==> config.mk <==
export PLATFORM = sky130hd
export DESIGN_NAME = irrigation_zone_sequencer
export DESIGN_NICKNAME = d
export VERILOG_FILES = /design/src/rtl/irrigation_zone_sequencer.sv
export SDC_FILE = /design/constraint.sdc
export NUM_CORES = 1
export LEC_CHECK = 0
export CORE_MARGIN = 4
export CORE_UTILIZATION = 40
export DETAILED_ROUTE_END_ITERATION = 10
export PLACE_DENSITY_LB_ADDON = 0.15
export SLEW_MARGIN = 20
export SYNTH_ARGS = -nofsm -noshare
export SYNTH_HDL_FRONTEND = slang
export SYNTH_SLANG_ARGS = --single-unit
==> constraint.sdc <==
create_clock -name clock -period 4.5 [get_ports clock]
set_input_delay 0.9 -clock clock [delete_from_list [all_inputs] [get_ports clock]]
set_output_delay 0.9 -clock clock [all_outputs]
set_load 0.01 [all_outputs]
==> src/rtl/irrigation_zone_sequencer.sv <==
// irrigation_zone_sequencer: waters the masked valve zones one at a time in ascending order,
// counting each zone down on an external tick with a one-cycle all-off gap between zones.
module irrigation_zone_sequencer #(
    parameter int ZONES  = 4,
    parameter int ZONE_W = 2,
    parameter int DUR_W  = 8
) (
    input  logic              clock,
    input  logic              reset,
    input  logic              start,
    input  logic              abort,
    input  logic              pause,
    input  logic              tick,
    input  logic [ZONES-1:0]  zone_mask,
    input  logic [DUR_W-1:0]  duration,
    output logic [ZONES-1:0]  valve,
    output logic [ZONE_W-1:0] zone,
    output logic [DUR_W-1:0]  remaining,
    output logic              busy,
    output logic              done,
    output logic              aborted
);
    typedef enum logic [2:0] {IDLE, RUN, PAUSE, GAP, DONE} state_t;
    state_t state, state_n;
    logic [ZONES-1:0] mask_q, higher, valve_n;
    logic [DUR_W-1:0] dur_q, remaining_n;
    logic [ZONE_W-1:0] zone_n;
    logic busy_n, done_n, aborted_n;

    function automatic logic [ZONE_W-1:0] lowest(input logic [ZONES-1:0] m);
        logic [ZONE_W-1:0] idx;
        idx = '0;
        for (int i = ZONES - 1; i >= 0; i--) if (m[i]) idx = ZONE_W'(i);
        return idx;
    endfunction

    // Latched zones strictly above the current one; a cycle never wraps back.
    assign higher = mask_q & ~((ZONES'(2) << zone) - ZONES'(1));

    always_ff @(posedge clock) begin
        if (reset) begin
            state     <= IDLE;
            mask_q    <= '0;
            dur_q     <= '0;
            zone      <= '0;
            remaining <= '0;
            valve     <= '0;
            busy      <= 1'b0;
            done      <= 1'b0;
            aborted   <= 1'b0;
        end else begin
            state <= state_n;
            if (state == IDLE && start) begin
                mask_q <= zone_mask;
                dur_q  <= duration;
            end
            zone      <= zone_n;
            remaining <= remaining_n;
            valve     <= valve_n;
            busy      <= busy_n;
            done      <= done_n;
            aborted   <= aborted_n;
        end
    end

    always_comb begin
        state_n     = state;
        zone_n      = zone;
        remaining_n = remaining;
        case (state)
            IDLE:
                if (start) begin
                    if (|zone_mask && |duration) begin
                        state_n     = RUN;
                        zone_n      = lowest(zone_mask);
                        remaining_n = duration;
                    end else begin
                        state_n = DONE;
                    end
                end
            RUN:
                if (abort) begin
                    state_n     = IDLE;
                    remaining_n = '0;
                end else if (pause) begin
                    state_n = PAUSE;
                end else if (tick) begin
                    remaining_n = remaining - DUR_W'(1);
                    state_n     = (remaining == DUR_W'(1)) ? GAP : RUN;
                end
            PAUSE:
                if (abort) begin
                    state_n     = IDLE;
                    remaining_n = '0;
                end else if (!pause) begin
                    state_n = RUN;
                end
            GAP:
                if (abort) begin
                    state_n = IDLE;
                end else if (|higher) begin
                    state_n     = RUN;
                    zone_n      = lowest(higher);
                    remaining_n = dur_q;
                end else begin
                    state_n = DONE;
                end
            default: state_n = IDLE;
        endcase
    end

    // Outputs are registered from the upcoming state so the valve opens the cycle after start.
    always_comb begin
        valve_n   = (state_n == RUN) ? ZONES'(1) << zone_n : '0;
        busy_n    = state_n != IDLE;
        done_n    = state_n == DONE;
        aborted_n = abort && (state == RUN || state == PAUSE || state == GAP);
    end
endmodule

### Layout detail, run 1

Window x 16 to 56, y 1 to 41 um. Cells in grey, sequential cells in the stronger grey; small squares are vias.
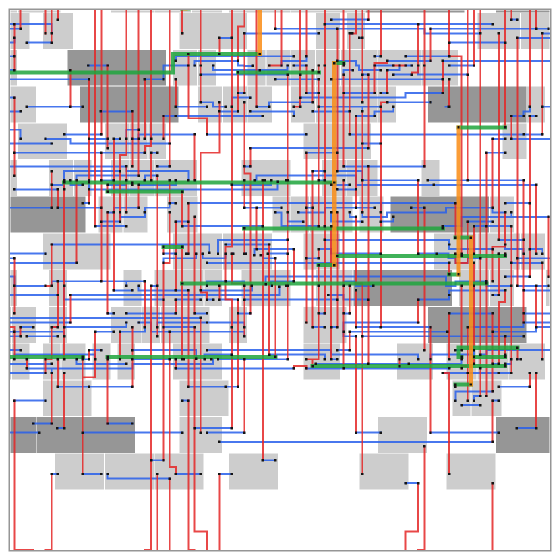
colour	layer
red	M2
green	M3
orange	M4
blue	M1
netlist names of flops here include	`remaining` (5), `dur_q` (4)
sequential cells in the window	9
most frequent	a21oi_1 (14), nand2_1 (14), clkdlybuf4s50_1 (11)
cells with their middle in the window	98

### Clock network drawn from the DEF, run 1

Scale bar: 20 um.
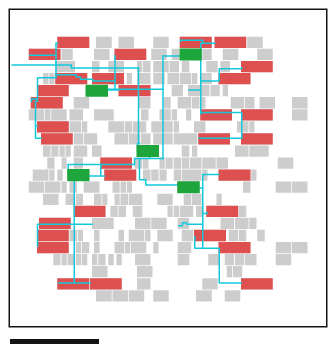
[green] clock-net drivers | count: 5
[cyan] clock wires | length: 374 um
[red] flip-flops | count: 31
routed clock nets	6
P_clk: 239 uW
skew final: 0.00304 ns
Latency at later pin: 0.28 ns
Clk network pwr share: 33.7%

### Wiring by layer, run 1

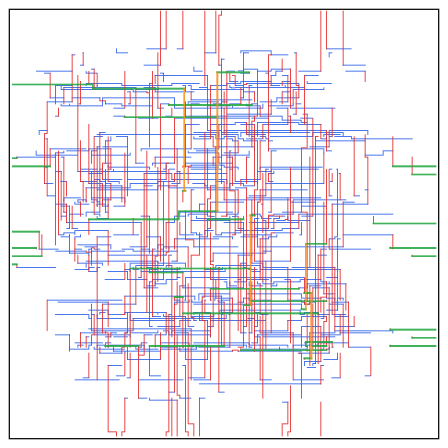
colour	layer	wire length
orange	M4	76.8 um
green	M3	290 um
red	M2	2160 um
blue	M1	2080 um
DR WL/cell: 16.8 um
Via Count: 1613
gr usage total: 18.2%
Routed WL: 4.61 mm

==> CHANGELOG.md, run 1 <==
### Metrics

* Status: finished, final reports clean
* DP Cell Count at 267
* Combinational fraction of design power at 22.0%
* Net switching share of the total power at 28.8%
* VDD IR max at 236 uV
* Synth Flop Type: dfxtp_1
* Area Growth Syn to Fin at 29.7%
* Reg clk slew, reported paths at 0.06 ns
* CTS-repair resized insts at 0
* Top routing layer used: met4
* I/O pins at 35
* Port Buf Inserts at 34
* CTS max path bufs at 2
* Top logic cell by instance count in the layout: clkdlybuf4s50_1
* OpenROAD warnings at 27
* Ratio of cells with drive above 1 in the final layout at 8.81%
* Post-DP Area at 1970 um^2
* YS chip area at around 1600 um^2
* FP Util at between 40% and 50%
* Largest regs: dur_q: 8 flops, remaining: 8 flops, valve: 4 flops
* Post-route setup TNS at 0 ns
* Worst-path fanout max at 9
* Hold bufs inserted after CTS at 0
* Post-CTS setup repair buffer count at 0
* Max-slew violations at 0
* Final core occ at 55.0%
* Total gr overflow at 0
* FA/HA/MAJ Cells, Area Fraction at between 1.5 and 2%
* Synth warn at 0
* Via density at slightly below 6
* R2R Setup Slk at ~2.3 ns
* CTS buffer count at 5
* MUX share of area at 0%
* Die Span X at 71.2 um
* Setup slack after layout at 1.58 ns
* Met2 WL at 2.16 mm
* Required @ worst endpoint at roughly 4.7 ns
* Core Area at between 3000 and 4000 um^2
* Gpl congestion at 0.933
* Met2 Use GR at between 20% and 30%
* Crit Path Category: in2reg
* CP endpoint kind: flip-flop
* Initial antenna violation count at 0
* Maxcap violations at 0
* Fin crit period at 2.92 ns
* Simple-Gate Area Share at 24.9%
==> run 1: synthesized netlist by cell type (2+ instances only) <==
| master | count | area, um^2 |
|---|---|---|
| o21ai_0 | 4 | 20.0 |
| nor3_1 | 8 | 40.0 |
| nor2b_1 | 3 | 18.8 |
| nand3_1 | 3 | 15.0 |
| a222oi_1 | 5 | 50.1 |
| a211o_1 | 2 | 17.5 |
| o311ai_0 | 6 | 52.6 |
| nor2_1 | 12 | 45.0 |
| a21oi_1 | 23 | 115 |
| nand2b_1 | 5 | 31.3 |
| a211oi_1 | 3 | 22.5 |
| inv_1 | 9 | 33.8 |
| o31ai_1 | 6 | 45.0 |
| nand2_1 | 25 | 93.8 |
| nor4_1 | 5 | 31.3 |
| clkbuf_1 | 6 | 22.5 |
| nand3b_1 | 2 | 15.0 |
| dfxtp_1 | 31 | 621 |
| ha_1 | 2 | 25.0 |
==> run 1: worst max-delay path: stages <==
cell and delay [ns]:
clkdlybuf4s50_1 0.46, nor4_1 0.48, a21oi_1 0.24, a211oi_2 0.56, or2_2 0.32, o31ai_1 0.11
==> run 1: cells by family after synthesis <==
family	Yosys count
adders and majority gates	2
and+or+nand+nor	75
AOI/OAI and AO/OA	66
buffers and inverters	18
DFF	31
==> run 1: worst paths after layout <==
check,from,to,cells after the start
setup / recovery,duration[4],remaining[4],6
hold / removal,dur_q[1],dur_q[1],2
setup reg to reg,state[1],valve[0],5
hold reg to reg,dur_q[1],dur_q[1],2
==> run 1: cell type report <==
type	count	area [um^2]	area share, %
Timing Repair Buffer	36	355	17.1
Tap cell	48	60.1	2.90
Multi-Input combinational cell	143	900	43.4
Inverter	9	33.8	1.63
Clock buffer	7	96.3	4.65
Sequential cell	31	621	29.9
Clock inverter	1	7.51	0.362
### Placed standard cells, run 1

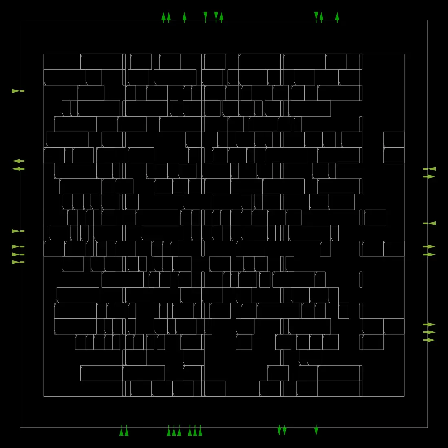

## Run 2: what changed since run 1
- clock period: 4.5 -> 3 ns (I/O delays scaled with it)
### Placed standard cells, run 2

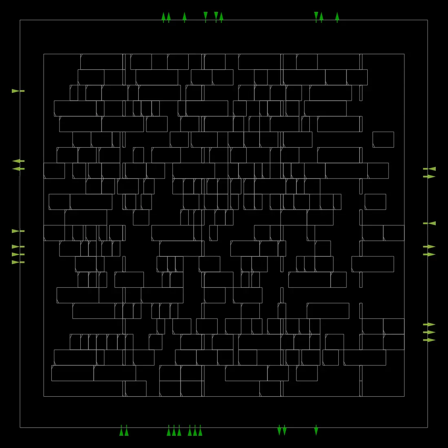
Layout fillers: 352
Core Area: 3770 um^2
Cell Rows: 22
Seq area share: 29.6%
Tapcells: 48

==> run 2 against run 1 <==
Via count up 1.4%. Register-to-register slack got worse by 1.4 ns. Global-route usage grew 0.50 points. Sequential share of layout area fell by 0.37 points. Clock skew is 0.0040 ns higher. Sequential power increased by about 50%. Clock-buffer cell count increased by 1. Worst setup slack got worse by 1.0 ns. Synthesized cell count stayed put. Critical endpoint is now remaining[1]. Highest routed layer unchanged.
==> CHANGELOG.md, run 2 <==
### Metrics

* Status: finished, final reports clean
* Clk network pwr share at 33.7%
* Ratio of cells with drive above 1 in the final layout at 9.96%
* FA/HA/MAJ Cells, Area Fraction at 1.56%
* CP max stage cell: nor4_1
* R2R depth at 5
* WP buf/inv at 2
* Count leader, synth: dfxtp_1
* Required @ worst endpoint at around 3.1 ns
* Worst path depth at 7
* YS chip area at 1600 um^2
* Routed WL at 4.67 mm
* Post-route setup TNS at 0 ns
* Hold bufs inserted after CTS at 0
* CTS-repair resized insts at 0
* Cell Chain, Critical Path: clkdlybuf4s50_1 > nor4_1 > a21oi_1 > a211oi_2 > buf_4 > or2_2 > a211oi_1
* Simple-Gate Area Share at around 25%
* Hold Path Depth at 2
* Endpoint, Worst Hold: dur_q[1]
* Combinational fraction of design power at between 20% and 30%
* Via density at 5.86
* VDD IR max at 364 uV
* Post-CTS setup repair buffer count at 0
* Yosys top cell by area: dfxtp_1
* I/O pins at 35
* R2R Setup Slk at ~0.91 ns
* Max-slew violations at 0
* Setup slack after layout at 0.531 ns
* Area Growth Syn to Fin at 31.3%
* Top cells by count: dfxtp_1 (31), nand2_1 (25), a21oi_1 (23)
* Reg2reg start: state[0]
* Crit Path Category: in2reg
* Met2 WL at 2.25 mm
* Reg clk slew, reported paths at 0.06 ns
* MUX share of area at 0%
* CTS buffer count at 5
* DR WL/cell at 16.7 um
* Top routing layer used: met4
* RR Endpoint: valve[0]
* Die Span X at 71.2 um
* CTS max path bufs at 2
* Gpl congestion at 0.922
* FP Util at 42.4%
* Critical path's largest stage delay at 0.51 ns
### Clock network drawn from the DEF, run 2

Scale bar: 20 um.
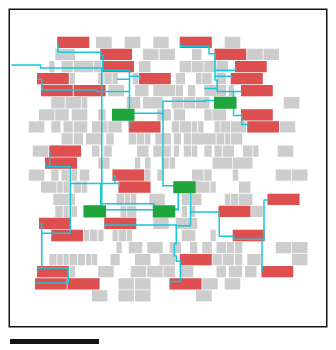
[cyan] clock wires | length: 416 um
[green] clock-net drivers | count: 5
[red] flip-flops | count: 31
routed clock nets	6
flops lie	widely spread
skew final: 0.00702 ns
P_clk: 361 uW

[run 2: kinds of logic (layout without fill, tap and decap cells)]
kind of cell    Yosys count  after routing
flops                    31             31
buf+inv                  18             57
simple gates             75             75
compound gates           66             66
fa+ha+maj                 2              2
[run 2: worst register-to-register path: stages, from the launching register on]
cell	delay [ns]
dfxtp_1	0.45
or4b_4	0.68
a211o_1	0.34
nor3_2	0.21
a31oi_2	0.09
and4b_1	0.22
[run 2: cell type report]
cell class | count | area [um^2] | share of cell area [%]
clock buffer | 8 | 100 | 4.77
inverter | 9 | 33.8 | 1.61
timing repair buffer | 40 | 385 | 18.4
tap | 48 | 60.1 | 2.86
multi-input combinational | 143 | 900 | 42.8
sequential | 31 | 621 | 29.6
[run 2: layer usage]
metal,up-vias,GRT usage [%]
li1,800,-
met2,48,29.7
met5,-,0
met1,784,25.2
met4,0,5.64
met3,4,4.49
[run 2: worst max path at each step]
stage | start | end | slack (ns)
after global routing | duration[5] | remaining[1] | 0.39
final | duration[5] | remaining[1] | 0.53
after detailed placement | duration[5] | remaining[1] | 0.21
after floorplan | duration[0] | remaining[3] | 0.94
after global placement | duration[4] | remaining[0] | 0.24
after CTS | duration[5] | remaining[1] | 0.49
[run 2: stage by stage]
stage | util [%] | hold slack [ns] | power, uW | instances
final | 55.7 | 0.464 | 1070 | 279
after global routing | 55.7 | 0.490 | 1120 | 279
after CTS | 55.7 | 0.460 | 1070 | 279
after detailed placement | 53.0 | 0.451 | 716 | 271
after global placement | 53.0 | 0.446 | 715 | 271
after floorplan | - | 0.436 | 608 | 192
Power figures rest on the tool's default switching activity, not on a simulated workload.
